File: config.mk
export PLATFORM = sky130hd
export DESIGN_NAME = pipeline_ctrl_flat
export DESIGN_NICKNAME = d
export VERILOG_FILES = /design/src/rtl/pipeline_ctrl_if.sv /design/src/rtl/pipeline_ctrl.sv /design/src/flat_wrapper.sv
export SDC_FILE = /design/constraint.sdc
export NUM_CORES = 1
export LEC_CHECK = 0
export CAP_MARGIN = 20
export CORE_MARGIN = 2
export CORE_UTILIZATION = 30
export CTS_CLUSTER_SIZE = 30
export DETAILED_ROUTE_END_ITERATION = 6
export GPL_ROUTABILITY_DRIVEN = 0
export HOLD_SLACK_MARGIN = 0.15
export PLACE_DENSITY_LB_ADDON = 0.15
export SLEW_MARGIN = 20
export SYNTH_ARGS = -nofsm -noshare
export SYNTH_HDL_FRONTEND = slang
export SYNTH_SLANG_ARGS = --single-unit
File: constraint.sdc
create_clock -name clk -period 3.6 [get_ports clk]
set_clock_uncertainty 0.1 [all_clocks]
set_input_delay 0.72 -clock clk [delete_from_list [all_inputs] [get_ports clk]]
set_output_delay 0.72 -clock clk [all_outputs]
set_load 0.05 [all_outputs]
File: src/rtl/pipeline_ctrl_if.sv
// pipeline_ctrl_if: hazard inputs (decode/execute/memory) and stall/flush/counter outputs of pipeline_ctrl
interface pipeline_ctrl_if #(parameter int CNT_W = 32);
    logic [4:0]       rs1_D;
    logic [4:0]       rs2_D;
    logic [1:0]       rs_used_D;
    logic [4:0]       rd_X;
    logic             mem_read_X;
    logic             pc_src_X;
    logic             dmem_req_M;
    logic             dmem_ready_M;
    logic             stall_F;
    logic             stall_D;
    logic             stall_X;
    logic             stall_M;
    logic             flush_D;
    logic             flush_X;
    logic             flush_W;
    logic             mem_err;
    logic [CNT_W-1:0] stall_cnt;
    logic [CNT_W-1:0] flush_cnt;
    modport master (
        output rs1_D, rs2_D, rs_used_D, rd_X, mem_read_X, pc_src_X, dmem_req_M, dmem_ready_M,
        input  stall_F, stall_D, stall_X, stall_M, flush_D, flush_X, flush_W, mem_err, stall_cnt, flush_cnt
    );
    modport slave (
        input  rs1_D, rs2_D, rs_used_D, rd_X, mem_read_X, pc_src_X, dmem_req_M, dmem_ready_M,
        output stall_F, stall_D, stall_X, stall_M, flush_D, flush_X, flush_W, mem_err, stall_cnt, flush_cnt
    );
endinterface

File: src/rtl/pipeline_ctrl.sv
// pipeline_ctrl: stall/flush scheduler (load-use, taken branch, memory wait with timeout) with saturating counters
module pipeline_ctrl #(
    parameter int CNT_W       = 32,
    parameter int MEM_TIMEOUT = 255
) (
    input logic            clk,
    input logic            rst_n,
    pipeline_ctrl_if.slave bus
);
    localparam int WC_W = $clog2(MEM_TIMEOUT + 1);
    typedef enum logic [1:0] {RUN, MEM_WAIT, ERR} state_t;
    state_t            state, state_nx;
    logic [WC_W-1:0]   wait_cnt, wait_cnt_nx;
    logic [CNT_W-1:0]  stall_cnt, flush_cnt;
    logic              mem_wait, hold, br, lu, load_use;
    assign mem_wait = bus.dmem_req_M & ~bus.dmem_ready_M;
    assign load_use = bus.mem_read_X & (bus.rd_X != 5'd0) &
                      ((bus.rs_used_D[0] & (bus.rs1_D == bus.rd_X)) |
                       (bus.rs_used_D[1] & (bus.rs2_D == bus.rd_X)));
    always_comb begin
        state_nx    = state;
        wait_cnt_nx = wait_cnt;
        if (state == RUN && mem_wait) begin
            state_nx    = MEM_WAIT;
            wait_cnt_nx = WC_W'(1);
        end else if (state == MEM_WAIT) begin
            if (bus.dmem_ready_M) begin
                state_nx    = RUN;
                wait_cnt_nx = '0;
            end else if (wait_cnt == WC_W'(MEM_TIMEOUT)) begin
                state_nx = ERR;
            end else begin
                wait_cnt_nx = wait_cnt + WC_W'(1);
            end
        end
    end
    assign hold = rst_n & ((state == ERR) | ((state == RUN) & mem_wait) |
                           ((state == MEM_WAIT) & ~bus.dmem_ready_M));
    assign br   = rst_n & ~hold & bus.pc_src_X;
    assign lu   = rst_n & ~hold & ~bus.pc_src_X & load_use;
    assign bus.stall_F   = hold | lu;
    assign bus.stall_D   = hold | lu;
    assign bus.stall_X   = hold;
    assign bus.stall_M   = hold;
    assign bus.flush_D   = br;
    assign bus.flush_X   = br | lu;
    assign bus.flush_W   = hold;
    assign bus.mem_err   = state == ERR;
    assign bus.stall_cnt = stall_cnt;
    assign bus.flush_cnt = flush_cnt;
    always_ff @(posedge clk) begin
        if (!rst_n) begin
            state     <= RUN;
            wait_cnt  <= '0;
            stall_cnt <= '0;
            flush_cnt <= '0;
        end else begin
            state    <= state_nx;
            wait_cnt <= wait_cnt_nx;
            if (bus.stall_F && !(&stall_cnt)) stall_cnt <= stall_cnt + CNT_W'(1);
            if (br && !(&flush_cnt)) flush_cnt <= flush_cnt + CNT_W'(1);
        end
    end
endmodule
File: src/flat_wrapper.sv
// flat-port wrapper written by rule: the top's interface ports become plain ports
module pipeline_ctrl_flat 
#(
    parameter int CNT_W       = 32,
    parameter int MEM_TIMEOUT = 255
)
  (clk, rst_n, bus_rs1_D, bus_rs2_D, bus_rs_used_D, bus_rd_X, bus_mem_read_X, bus_pc_src_X, bus_dmem_req_M, bus_dmem_ready_M, bus_stall_F, bus_stall_D, bus_stall_X, bus_stall_M, bus_flush_D, bus_flush_X, bus_flush_W, bus_mem_err, bus_stall_cnt, bus_flush_cnt);
  pipeline_ctrl_if #(.CNT_W(CNT_W)) bus_i ();
  input logic clk;
  input logic rst_n;
  input wire logic [$bits(bus_i.rs1_D)-1:0] bus_rs1_D;
  input wire logic [$bits(bus_i.rs2_D)-1:0] bus_rs2_D;
  input wire logic [$bits(bus_i.rs_used_D)-1:0] bus_rs_used_D;
  input wire logic [$bits(bus_i.rd_X)-1:0] bus_rd_X;
  input wire logic [$bits(bus_i.mem_read_X)-1:0] bus_mem_read_X;
  input wire logic [$bits(bus_i.pc_src_X)-1:0] bus_pc_src_X;
  input wire logic [$bits(bus_i.dmem_req_M)-1:0] bus_dmem_req_M;
  input wire logic [$bits(bus_i.dmem_ready_M)-1:0] bus_dmem_ready_M;
  output wire logic [$bits(bus_i.stall_F)-1:0] bus_stall_F;
  output wire logic [$bits(bus_i.stall_D)-1:0] bus_stall_D;
  output wire logic [$bits(bus_i.stall_X)-1:0] bus_stall_X;
  output wire logic [$bits(bus_i.stall_M)-1:0] bus_stall_M;
  output wire logic [$bits(bus_i.flush_D)-1:0] bus_flush_D;
  output wire logic [$bits(bus_i.flush_X)-1:0] bus_flush_X;
  output wire logic [$bits(bus_i.flush_W)-1:0] bus_flush_W;
  output wire logic [$bits(bus_i.mem_err)-1:0] bus_mem_err;
  output wire logic [$bits(bus_i.stall_cnt)-1:0] bus_stall_cnt;
  output wire logic [$bits(bus_i.flush_cnt)-1:0] bus_flush_cnt;
  assign bus_i.rs1_D = bus_rs1_D;
  assign bus_i.rs2_D = bus_rs2_D;
  assign bus_i.rs_used_D = bus_rs_used_D;
  assign bus_i.rd_X = bus_rd_X;
  assign bus_i.mem_read_X = bus_mem_read_X;
  assign bus_i.pc_src_X = bus_pc_src_X;
  assign bus_i.dmem_req_M = bus_dmem_req_M;
  assign bus_i.dmem_ready_M = bus_dmem_ready_M;
  assign bus_stall_F = bus_i.stall_F;
  assign bus_stall_D = bus_i.stall_D;
  assign bus_stall_X = bus_i.stall_X;
  assign bus_stall_M = bus_i.stall_M;
  assign bus_flush_D = bus_i.flush_D;
  assign bus_flush_X = bus_i.flush_X;
  assign bus_flush_W = bus_i.flush_W;
  assign bus_mem_err = bus_i.mem_err;
  assign bus_stall_cnt = bus_i.stall_cnt;
  assign bus_flush_cnt = bus_i.flush_cnt;
  pipeline_ctrl #(.CNT_W(CNT_W), .MEM_TIMEOUT(MEM_TIMEOUT)) u_core (.clk(clk), .rst_n(rst_n), .bus(bus_i));
endmodule
**Layout detail**

Scale bar: 5 µm. Window x 49 to 69, y 73 to 93 µm. Cells in gray, sequential cells in the stronger gray; small squares are vias.
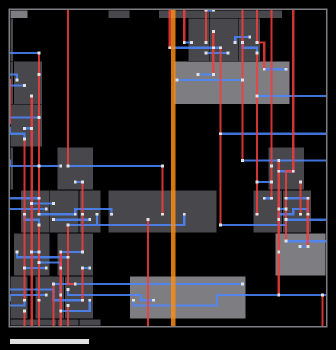
Key: orange = met4; red = met2; blue = met1
Most frequent: a21oi_1 (4), nand2_1 (3). Sequential cells in the window: 2. 20 logic cells have their middle in the window. Netlist names of flops here include u_core.bus.stall_cnt (1), u_core.state (1).

**Pin placement**

Scale bar: 20 µm. Pins as bars across the die edge, other pins in gray.
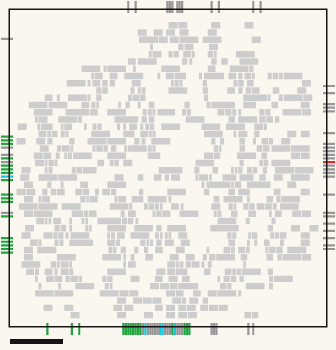
Key: green = bus_flush_cnt [pins 32, direction output, edge 17 left, 15 bottom]; cyan = bus_rs2_D [pins 5, direction input, edge 4 bottom, 1 left]; red = bus_flush_X [pins 1, direction output, edge right]
Die Ht: 118.6 µm
port bufs: 94
die width: 118.6 µm

**Routed metal per tile**

The die is cut into 24 by 24 equal tiles; white is low, dark blue is high, scaled to the fullest tile. Values are wire area over tile area, all layers added.
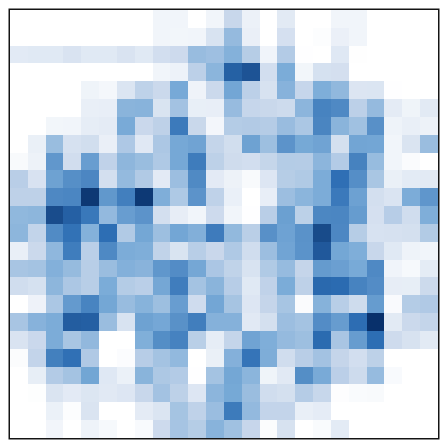
The densest ninth of the die: middle left. The mean over all tiles is 0.12. The fullest tile reaches 0.44.
DR WL/cell: 14.61 µm
DR vias: 3754

**Gate-type map**

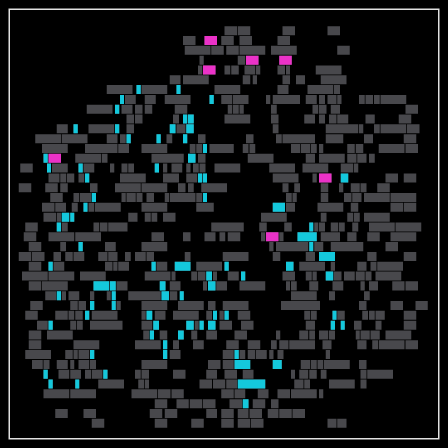
Key: magenta = multiplexers [cells 7, most used mux2i_1]; cyan = NOR gates [cells 80, most used nor2_1]
Comb/total area: 42.75%
final cell count without fillers: 738
Top cell excl fill/tap: clkdlybuf4s50_1

==> flow_metrics.py <==
# Metrics from the implementation run
metrics = {
    "outcome": {
        "status": "finished clean",
    },
    "yosys": {
        "simple_gate_share_pct": 32.67,
        "ys.warnings.count": 0,
        "synthFlopType": "dfxtp_1",
        "yosys_cells": 472,
        "edf_count": 0,
        "synth_flop_count": 74,
        "mux_share_pct": 1.778,
        "topCellsByArea": "dfxtp_1 (38%), nor2_1 (5.0%), xnor2_1 (4.9%)",
        "top_area_share_pct": 37.59,
        "top_area_cell": "dfxtp_1",
        "ys_seq_share_pct": 37.59,
        "yosysMostFrequentCell": "dfxtp_1",
    },
    "route": {
        "drt_iter0_markers": 151,
        "drcViolationCount": 0,
        "wl_met2_um": 5266,
        "wl_met1_um": 4761,
    },
    "cells_and_area": {
        "area_growth_pct": 35.68,
        "mi_logic_area_mm2": 0.002286,
        "seq_share_pct": 27.70,
        "ff_latch_area_mm2": 0.001481,
        "drive_gt1_share_pct": 7.257,
        "clock_area_share_pct": 5.358,
        "clkbuf_count": 12,
        "bufAreaShareNonClock_pct": 19.42,
        "logic_gates": 365,
    },
    "die": {
        "core_mm2": 0.01272,
        "pin_count": 95,
    },
    "power_and_ir_drop": {
        "p_leak_nw": 1.717,
        "power.density_mw_per_mm2": 345.1,
        "power_frac_comb_pct": 7.7,
        "total_power_w": 0.001846,
        "p_int_w": 0.001432,
    },
    "sta": {
        "slew_headroom_pct": 51.46,
        "rsz0062_at_grt": "no",
        "period_used_pct": 91.88,
    },
    "setup_path": {
        "crit_buf_inv": 3,
        "cp_slowest_cell": "clkdlybuf4s50_1",
        "critical_path_depth": 7,
        "crit_family": "AND-OR/OR-AND gates",
        "r2r_cells": 7,
    },
    "hold_path": {
        "hold-path-endpoint": "u_core.bus.stall_cnt[1]$_SDFFE_PN0P_",
    },
    "clock_network": {
        "post_cts_resized": 0,
        "clock_path_buffers": 2,
    },
    "global_routing": {
        "antenna_found_initial": 1,
        "grt.met3_usage_pct": 4.826,
        "grt_pass1_vias": 3525,
    },
    "job": {
        "max_cap_viol_count": 0,
    },
}
